--- config.mk ---
export PLATFORM = sky130hd
export DESIGN_NAME = data_mem_controller
export DESIGN_NICKNAME = d
export VERILOG_FILES = /design/src/rtl/data_mem_controller.sv
export SDC_FILE = /design/constraint.sdc
export NUM_CORES = 1
export LEC_CHECK = 0
export CAP_MARGIN = 20
export CORE_ASPECT_RATIO = 1.4
export CORE_MARGIN = 2
export CORE_UTILIZATION = 50
export CTS_BUF_LIST = sky130_fd_sc_hd__clkbuf_4
export CTS_CLUSTER_SIZE = 10
export DETAILED_ROUTE_END_ITERATION = 8
export DONT_BUFFER_PORTS = 1
export HOLD_SLACK_MARGIN = 0.05
export PLACE_DENSITY = 0.76
export SYNTH_ARGS = -nofsm -noshare
export SYNTH_HDL_FRONTEND = slang
export SYNTH_SLANG_ARGS = --single-unit
--- constraint.sdc ---
create_clock -name CLK -period 1.87 [get_ports CLK]
set_input_delay 0.374 -clock CLK [delete_from_list [all_inputs] [get_ports CLK]]
set_output_delay 0.374 -clock CLK [all_outputs]
set_load 0.05 [all_outputs]
--- src/rtl/data_mem_controller.sv ---
// MEM-stage data-memory controller: runs one load/store per EX/MEM request over a
// req/ack bus, formats store byte lanes and sign/zero-extends load data.
module data_mem_controller (
  input  logic        CLK,
  input  logic        RST,
  input  logic        MEM_MEM_READ,
  input  logic        MEM_MEM_WRITE,
  input  logic [2:0]  MEM_FUNC3,
  input  logic [31:0] MEM_ADDRESS,
  input  logic [31:0] MEM_WRITE_DATA,
  output logic        BUS_REQ,
  output logic        BUS_WE,
  output logic [31:0] BUS_ADDR,
  output logic [31:0] BUS_WDATA,
  output logic [3:0]  BUS_BE,
  input  logic [31:0] BUS_RDATA,
  input  logic        BUS_ACK,
  output logic [31:0] LOAD_DATA,
  output logic        BUSYWAIT,
  output logic        ACCESS_FAULT
);

  localparam logic [1:0] ST_IDLE   = 2'd0;
  localparam logic [1:0] ST_ACCESS = 2'd1;
  localparam logic [1:0] ST_DONE   = 2'd2;

  logic [1:0]  state_q, state_d;
  logic        bus_req_q, bus_req_d;
  logic        bus_we_q, bus_we_d;
  logic [31:0] bus_addr_q, bus_addr_d;
  logic [31:0] bus_wdata_q, bus_wdata_d;
  logic [3:0]  bus_be_q, bus_be_d;
  logic [31:0] load_q, load_d;
  logic [2:0]  f3_q, f3_d;
  logic [1:0]  off_q, off_d;

  logic        req;
  logic        f3_legal;
  logic        aligned;
  logic        start_ok;
  logic [1:0]  a;
  logic [3:0]  be_fmt;
  logic [31:0] wdata_fmt;
  logic [31:0] load_fmt;
  logic [3:0][7:0] rd_bytes;
  logic [7:0]  rd_byte;
  logic [15:0] rd_half;

  assign a = MEM_ADDRESS[1:0];

  genvar gi;
  for (gi = 0; gi < 4; gi++) begin : g_lane
    assign rd_bytes[gi] = BUS_RDATA[8*gi +: 8];
  end

  // Request legality: size/sign code must exist for the direction, and the
  // address must be naturally aligned for the access width.
  always_comb begin
    req = MEM_MEM_READ | MEM_MEM_WRITE;
    if (MEM_MEM_READ) begin
      f3_legal = (MEM_FUNC3 != 3'b011) && (MEM_FUNC3[2:1] != 2'b11);
    end else begin
      f3_legal = !MEM_FUNC3[2] && (MEM_FUNC3[1:0] != 2'b11);
    end
    case (MEM_FUNC3[1:0])
      2'b00:   aligned = 1'b1;
      2'b01:   aligned = !a[0];
      2'b10:   aligned = (a == 2'b00);
      default: aligned = 1'b0;
    endcase
    start_ok = req && f3_legal && aligned;
  end

  always_comb begin
    case (MEM_FUNC3[1:0])
      2'b00: begin
        be_fmt    = 4'b0001 << a;
        wdata_fmt = {4{MEM_WRITE_DATA[7:0]}};
      end
      2'b01: begin
        be_fmt    = a[1] ? 4'b1100 : 4'b0011;
        wdata_fmt = {2{MEM_WRITE_DATA[15:0]}};
      end
      default: begin
        be_fmt    = 4'b1111;
        wdata_fmt = MEM_WRITE_DATA;
      end
    endcase
  end

  always_comb begin
    rd_byte = rd_bytes[off_q];
    rd_half = off_q[1] ? BUS_RDATA[31:16] : BUS_RDATA[15:0];
    case (f3_q)
      3'b000:  load_fmt = {{24{rd_byte[7]}}, rd_byte};
      3'b001:  load_fmt = {{16{rd_half[15]}}, rd_half};
      3'b100:  load_fmt = {24'd0, rd_byte};
      3'b101:  load_fmt = {16'd0, rd_half};
      default: load_fmt = BUS_RDATA;
    endcase
  end

  // Bus outputs are captured once on entry to ACCESS and held until the next
  // access; a read is any latched access with BUS_WE low.
  always_comb begin
    state_d     = state_q;
    bus_req_d   = bus_req_q;
    bus_we_d    = bus_we_q;
    bus_addr_d  = bus_addr_q;
    bus_wdata_d = bus_wdata_q;
    bus_be_d    = bus_be_q;
    load_d      = load_q;
    f3_d        = f3_q;
    off_d       = off_q;
    case (state_q)
      ST_IDLE: begin
        if (start_ok) begin
          state_d     = ST_ACCESS;
          bus_req_d   = 1'b1;
          bus_we_d    = MEM_MEM_WRITE & ~MEM_MEM_READ;
          bus_addr_d  = {MEM_ADDRESS[31:2], 2'b00};
          bus_wdata_d = wdata_fmt;
          bus_be_d    = be_fmt;
          f3_d        = MEM_FUNC3;
          off_d       = a;
        end
      end
      ST_ACCESS: begin
        if (BUS_ACK) begin
          state_d   = ST_DONE;
          bus_req_d = 1'b0;
          if (!bus_we_q) begin
            load_d = load_fmt;
          end
        end
      end
      ST_DONE: state_d = ST_IDLE;
      default: begin
        state_d   = ST_IDLE;
        bus_req_d = 1'b0;
      end
    endcase
  end

  always_ff @(posedge CLK) begin
    if (RST) begin
      state_q     <= ST_IDLE;
      bus_req_q   <= 1'b0;
      bus_we_q    <= 1'b0;
      bus_addr_q  <= 32'd0;
      bus_wdata_q <= 32'd0;
      bus_be_q    <= 4'd0;
      load_q      <= 32'd0;
      f3_q        <= 3'd0;
      off_q       <= 2'd0;
    end else begin
      state_q     <= state_d;
      bus_req_q   <= bus_req_d;
      bus_we_q    <= bus_we_d;
      bus_addr_q  <= bus_addr_d;
      bus_wdata_q <= bus_wdata_d;
      bus_be_q    <= bus_be_d;
      load_q      <= load_d;
      f3_q        <= f3_d;
      off_q       <= off_d;
    end
  end

  assign BUS_REQ      = bus_req_q;
  assign BUS_WE       = bus_we_q;
  assign BUS_ADDR     = bus_addr_q;
  assign BUS_WDATA    = bus_wdata_q;
  assign BUS_BE       = bus_be_q;
  assign LOAD_DATA    = load_q;
  assign BUSYWAIT     = !RST && (((state_q == ST_IDLE) && start_ok) || (state_q == ST_ACCESS));
  assign ACCESS_FAULT = !RST && (state_q == ST_IDLE) && req && !start_ok;

endmodule

**Run 1: track usage over the die**

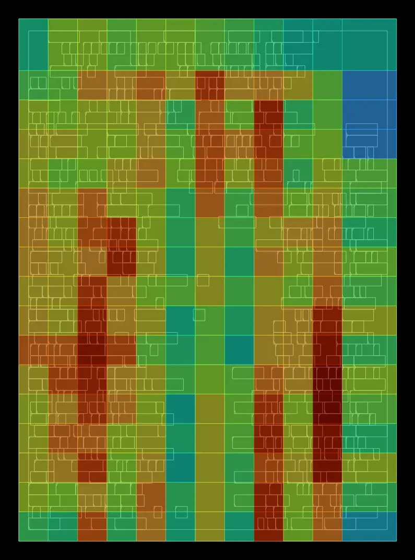
Routed WL per cell: 20.25 um
met2 demand-to-capacity share in global routing: 0.4296
Total GRT Usage: 0.2534
met1 global-route usage: 0.2760

**Run 1: clock wires, drivers and flops**

Scale: 2 px per um.
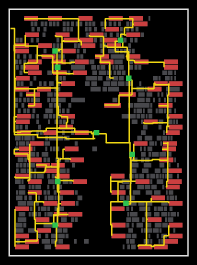
[cells driving clock nets] green | count: 9
[flip-flops] red | count: 107
[clock wires] yellow | length: 1250 um
routed clock nets: 10
flops lie: spread over the die

**Run 1: layout detail**

Window x 56 to 76, y 21 to 41 um. Cells in grey, sequential cells in the stronger grey; small squares are vias.
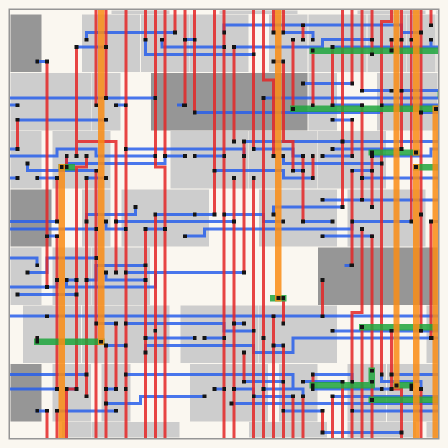
| layer | colour |
|---|---|
| met4 | orange |
| met2 | red |
| met3 | green |
| met1 | blue |
sequential cells in the window: 2
most frequent: nand2_1 (5), nor4bb_1 (4), a21oi_1 (4)
cells with their middle in the window: 35
netlist names of flops here include: `LOAD_DATA` (2)

==> run 1: Yosys cell counts, types with 2 or more instances <==
cell type	instances	area (um^2)
a211oi_1	27	202.7
buf_6	5	56.30
nand3b_1	8	60.06
a311oi_1	19	166.4
nor2_1	30	112.6
nand2b_1	6	37.54
nand2_1	50	187.7
o22a_1	7	61.31
a21oi_1	83	415.4
mux2_2	9	101.4
inv_1	2	7.510
nand3_1	43	215.2
o31a_1	2	17.52
buf_4	5	37.54
buf_2	9	45.04
buf_1	2	7.510
o21ai_0	70	350.3
dfxtp_1	107	2142
mux2i_1	24	240.2
a211oi_2	6	75.07
buf_8	2	30.03
clkbuf_1	42	157.7
o2111ai_1	8	70.07
nor4bb_1	7	70.07
==> run 1: routing by layer <==
metal,track usage,routed length (um)
met5,0,0
met4,0.1449,512
met3,0.07397,1481
met2,0.4296,7472
met1,0.2760,5012
==> run 1: repair_timing <==
action,4_1_cts,5_1_grt
endpoints found under the hold margin,107,104
pin swaps,3,2
cloned,1,0
buffers inserted,4,2
gates resized,6,1
setup endpoints to repair,2,2
==> run 1: area by class of cell <==
type                       count  area (um^2)
fill                         900         4425
multi-input combinational    418         2606
sequential                   107         2150
timing repair buffer          35        345.3
tap                          135        168.9
clock inverter                 7        68.82
clock buffer                   9        67.56
inverter                       3        11.26
antenna                        1        2.502
==> run 1: cells by family (layout without fill, tap and decap cells) <==
family | count (synthesis) | in the layout
mux | 34 | 34
other cells | 1 | 3
flops | 107 | 107
compound gates | 229 | 230
buf+inv | 68 | 54
simple gates | 152 | 152
==> run 1: power breakdown <==
part	total, uW	internal (uW)	switching (uW)
Sequential	2990	2430	567
Combinational	794	334	461
Clock	1170	314	860
==> summary.txt, run 1 <==
Figures from the flow reports.

Route:
- Nets still carrying antenna violations after routing amount to 0.
- The run puts the total number of vias at 4485.
- The run puts the wire length after detailed routing at 14480 um.
- For this run, the detailed router's first-pass iteration total came to 5.
- The run puts the via-per-instance ratio at 6.273.
- The run puts the violation tally from detailed-route iteration zero at 262.

STA:
- On the final layout, the worst clock skew is 20.14 ps.
- Summed over all failing endpoints, the final setup total negative slack is -83.91 ps.
- The run gives the worst-case headroom to the max-slew limit as 0.6053.
- The final timing summary puts the cycle share of the worst path at 1.045.
- The run puts the final period demand of the worst path at 1954 ps.
- The run puts the worst-case setup margin in the final layout at -83.91 ps.
- Setup repair after global routing could not meet its margin everywhere.
- The run puts the total of endpoints with negative setup slack in the final report at 1.
- Looking at the max-slew report, the worst-margin pin has a slew of 589.9 ps.
- The tightest hold path in the finished design has a slack of -82.50 ps.
- The run gives the number of failing hold endpoints at the final stage as 104.
- The run puts the final tally of max-slew violations at 0.

Critical path:
- The run gives the logic depth of the worst setup path including buffers as 5.
- The run gives the peak fanout along the critical path as 3.
- The run puts the arrival time of the worst setup path at 1580 ps.
- The run puts the worst-case register-to-register setup slack at 90 ps.
- The run gives the worst-path cell with the longest stage delay as dfxtp_4.
- Walking the worst path, the cells encountered are nor2_4, o21a_4, nand2_4, a21oi_4, buf_12.
- Per the timing report, the most critical flop-to-flop path originates at off_q[1]$_SDFFE_PP0P_.
- Measured in cells, the most critical reg-to-reg path has a length of 3.
- The run gives the critical path buffer and inverter count as 1.
- Per STA, the worst path accumulates the most delay in the family flip-flops.
- The run gives the nature of the critical path startpoint as a register.
- The worst setup path is captured at an output pin.
- The run gives the worst flop-to-flop path endpoint as LOAD_DATA[12]$_SDFFE_PP0P_.
- For this run, the slowest stage of the critical path takes 390 ps.

Pwr:
- The leakage power in the latest report is 0.001803 uW.
- The run gives the cell area power density as 915.3 mW/mm^2.
- The run puts the largest voltage drop on the vdd net at 0.0006401 V.

Placement:
- The run puts the final RePlAce weighted congestion at 0.8547.
- The run gives the half-perimeter wire length after placement as 10250 um.
- The run puts the setup slack at placement at 21.26 ps.
- The run gives the number of I/O port buffers as 0.
- The run puts the placed instance count at 688.
- Summing all placed instances gives a cell area of 0.005176 mm^2.

Synthesis:
- The run puts the synthesized instance count at 591.
- For this run, asynchronously set or reset flops after synthesis account for 0.
- The run puts the cell area after synthesis at 0.005016 mm^2.
- The run puts the mean instance size in the synthesized netlist at 8.487 um^2.
- The run puts the post-synthesis mux area share at 0.07259.
- The number of different library cells used by synthesis comes to 42.
- The run gives the number of enable flip-flop cells as 0.
- The run gives the area reported by Yosys stat as 0.005016 mm^2.
- Yosys printed 0 warnings.
- In the synthesized netlist the dominant register cell turns out to be dfxtp_1.
- By area, the combinational part of the netlist is dominated by AND-OR/OR-AND gates.
- The run puts the number of cell instances after yosys synthesis at 591.
- The run gives the arithmetic-cell share of the synthesized area counting full adders, half adders and majority gates as 0.
- Per Yosys stat, the portion of area used by sequential elements is 0.4270.
- The run gives the flip-flop and latch count after synthesis as 107.

Layout:
- After the flow finishes, the layout carries non-filler instances totaling 715.
- Per the final layout report, the fraction of cells sized above drive strength 1 comes to 0.1347.
- Among logic cells in the layout, the one with the most instances is dfxtp_1.
- At the end of the flow, the number of nets in the layout was 678.
- With fillers left out, the area of the finished cells amounts to 0.005420 mm^2.
- The area growth from synthesis to layout is 8.057%.
- The finished layout reports a core utilization of 0.5505.

Clocking:
- The tree built by TritonCTS fans out to 107 sinks.
- On the worst setup and hold paths after CTS, the clock-pin slew comes to 180 ps.
- In this run the clock root is driven by a clkbuf_4.
- TritonCTS built the clock tree.
- The run gives the number of H-tree branching levels as 3.
- Clock latency on the worst-skew pair, taken at its later pin, is 490 ps.
- The run gives the quantity of hold-fixing buffers added after cts as 3.
- The run gives the number of buffers created by CTS as 9.

GRT:
- Entering global routing, the biggest net connects 110 pins.
- The run puts the final global-route overflow total at 0.
- The run puts the via count of the first global-routing pass at 4294.
- The run gives the wire length of the first global-routing pass as 21480 um.

Floorplan:
- The overall die size recorded for this design is 0.01086 mm^2.
- The run puts the height of the die at 122.5 um.
- The run gives the total number of placement rows as 43.
- 208 I/O pins were placed.
- The run puts the die boundary width at 88.65 um.
- In this run the standard cell core region covers 0.009846 mm^2.

Hold path:
- The path with the worst hold slack has its endpoint at BUS_ADDR[18]$_SDFFE_PP0P_.
- The worst hold path belongs to the class input port to register.
- The report gives the cell count of the worst hold path as 1.

Job:
- The stage logs contain a warning count of 33.
- The run puts the max-cap check violation count at 0.

Outcome:
- The final reports fail on hold timing, setup timing.
- The run finished, with violations left.
**Run 1: signal wires on met4**

Scale: 3 px per um.
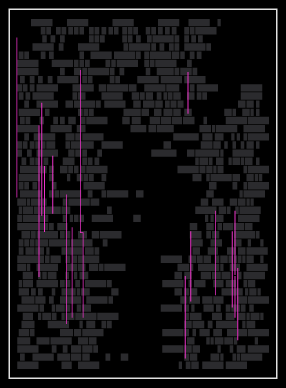

## Run 2: what changed since run 1
- PLACE_DENSITY: 0.76 -> 0.69
**Run 2: signal wires on met4**

Scale: 3 px per um.
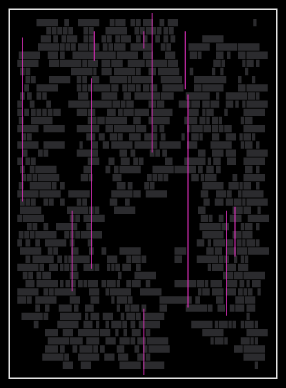
main direction: vertical
wire length on this layer: 368 um
share of all routed wire: 2.6%
longest straight run: 70.7 um

==> run 2 against run 1 <==
Net effect: the run still ends with hold timing, setup timing left; count of clock-buffer cells in the layout did not move; area after synthesis did not move; cell count is 1.8% higher; utilization up 1.8 points; clock skew decreased by 2.2 ps; die area unchanged; power grew 4.0%; sequential cell count unchanged; global-route usage down 0.78 points; combinational power increased by 2.5%.
==> summary.txt, run 2 <==
Figures from the flow reports.

Outcome:
- Run status: finished with violations (unchanged).
- Violated checks: hold timing, setup timing (unchanged).

GRT:
- The run gives the combined global-route utilization of all metal layers as 0.2455 (was 0.2534).
- The run gives the routing usage on met3 as 0.09011 (was 0.07397).
- The run puts the via count of the first global-routing pass at 4084 (was 4294).
- The run puts the maximum number of pins on one net before global-route repair at 110 (unchanged).

Synthesis:
- The run puts the mean instance size in the synthesized netlist at 8.487 um^2 (unchanged).
- The number of cell instances after yosys synthesis came to 591 (unchanged).
- The run puts the synthesized instance count at 591 (unchanged).
- The run puts the fraction of post-synthesis cell area in the top cell type by area at 0.4270 (unchanged).
- The run puts the number of enable flip-flop cells at 0 (unchanged).
- The number of unique standard cell types used by synthesis came to 42 (unchanged).
- The area reported by Yosys stat was 0.005016 mm^2 (unchanged).
- The main flop type is dfxtp_1 (unchanged).
- The run puts the synthesis warning total at 0 (unchanged).

Route:
- The detailed-routed wire length on met3 was 1650 um (was 1481 um).
- The met2 layer wire length in the routed design is 7237 um (was 7472 um).
- The run puts the wire length after detailed routing at 14310 um (was 14480 um).
- The number of nets with antenna violations after detailed routing came to 0 (unchanged).
- The violation tally from detailed-route iteration zero came to 175 (was 262).
- The sum of routed wire segments on met1 came to 5050 um (was 5012 um).

Layout:
- The run gives the end-of-flow core utilization as 0.5688 (was 0.5505).

Clocking:
- The run gives the clock root buffer as clkbuf_4 (unchanged).
- The run gives the TritonCTS clock tree as yes (unchanged).
- The run gives the number of buffers created by CTS as 9 (unchanged).
- The run gives the number of H-tree branching levels as 3 (unchanged).

Floorplan:
- The run puts the die boundary width at 88.65 um (unchanged).
- The height of the die came to 122.5 um (unchanged).
- The placeable core region is 0.009846 mm^2 (unchanged).
- The number of placed I/O pins was 208 (unchanged).

Critical path:
- The run gives the arrival time of the worst setup path as 1500 ps (was 1580 ps).
- The run gives the worst-case register-to-register setup slack as 90 ps (about the same).
- The run gives the launch instance of the worst register-to-register path as state_q[0]$_SDFFE_PP0P_ (was off_q[1]$_SDFFE_PP0P_).
- The worst-path cell with the longest stage delay was dfxtp_4 (unchanged).
- The run gives the worst flop-to-flop path endpoint as BUS_ADDR[18]$_SDFFE_PP0P_ (was LOAD_DATA[12]$_SDFFE_PP0P_).
- The category of cells accounting for the largest share of critical-path delay was flip-flops (unchanged).
- The run gives the nature of the critical path startpoint as a register (unchanged).
- The run gives the logic depth of the worst setup path including buffers as 5 (unchanged).

Pwr:
- The net switching power figure is 1820 uW (was 1888 uW).
- The run puts the largest voltage drop on the vdd net at 0.0005807 V (was 0.0006401 V).
- The run gives the cell area power density as 921.3 mW/mm^2 (was 915.3 mW/mm^2).
- The run puts the power dissipated in the clock network at 1350 uW (was 1170 uW).
- The run puts the internal power at 3339 uW (was 3073 uW).

STA:
- The run gives the total of endpoints with negative setup slack in the final report as 1 (unchanged).
- The final tally of max-slew violations was 0 (unchanged).
- The number of failing hold endpoints at the final stage came to 57 (was 104).
- The run puts the slew at the pin closest to its max-slew limit at 566.7 ps (was 589.9 ps).
- The run puts the worst-case setup margin in the final layout at -4.031 ps (was -83.91 ps).
- The run gives the worst hold slack across all endpoints as -52.51 ps (was -82.50 ps).
- The run gives the worst clock skew as 17.93 ps (was 20.14 ps).
- The run gives the final period demand of the worst path as 1874 ps (was 1954 ps).
- The run puts the worst-case headroom to the max-slew limit at 0.6217 (was 0.6053).
- RSZ-0062 raised after global routing: true (unchanged).

Placement:
- The run gives the half-perimeter wire length after placement as 9865 um (was 10250 um).
- The post-place instance area is 0.005169 mm^2 (was 0.005176 mm^2).
- The run gives the final RePlAce weighted congestion as 0.8439 (was 0.8547).
- The run gives the number of I/O port buffers as 0 (unchanged).

Job:
- The run puts the max-cap check violation count at 0 (unchanged).
-- run 2: final cells by class --
type,count,area (um^2),area share
Sequential cell,107,2147,0.3834
Clock buffer,9,67.56,0.01206
Timing Repair Buffer,48,486.7,0.08691
Tap cell,135,168.9,0.03016
Clock inverter,7,101.3,0.01810
Multi-Input combinational cell,418,2615,0.4669
Antenna cell,1,2.502,0.0004468
Inverter,3,11.26,0.002011
-- run 2: stage by stage --
stage | std cells | TNS, ps | power, uW
floorplan | 592 | -201.1 | 3659
global placement | 687 | 0 | 3778
detailed placement | 687 | -9.135 | 3800
CTS | 728 | -1.898 | 5177
global route | 728 | -148.1 | 5377
finish | 728 | -4.031 | 5159
-- run 2: cells by family (layout without fill, tap and decap cells) --
group / Yosys count / count (layout) / share of synthesized area
AND-OR/OR-AND: 229 / 230 / 0.2819
buffers and inverters: 68 / 67 / 0.06884
flip-flops: 107 / 107 / 0.4270
multiplexers: 34 / 34 / 0.07259
other: 1 / 3 / 0.0007476
AND/OR/NAND/NOR: 152 / 152 / 0.1489
-- run 2: repair_timing --
action                                  in CTS  in global routing
hold endpoints to repair                   107                 88
gates cloned                                 1                  0
resized                                      8                  3
pin swaps                                    2                  1
endpoints found under the setup margin       2                 33
setup buffers                                5                  0
-- run 2: how the worst min path moves through the flow --
stage / to / slack, ps / cells after the start
3_5_place_dp: BUS_ADDR[10]$_SDFFE_PP0P_ / 460 / 1
6_report: BUS_WDATA[6]$_SDFFE_PP0P_ / -50 / 1
4_1_cts: BUS_ADDR[10]$_SDFFE_PP0P_ / -70 / 1
2_1_floorplan: f3_q[2]$_SDFFE_PP0P_ / 470 / 2
3_3_place_gp: BUS_ADDR[9]$_SDFFE_PP0P_ / 450 / 1
5_1_grt: BUS_ADDR[15]$_SDFFE_PP0P_ / -100 / 1
No activity file was given, so power comes from the tool's default toggle rates.
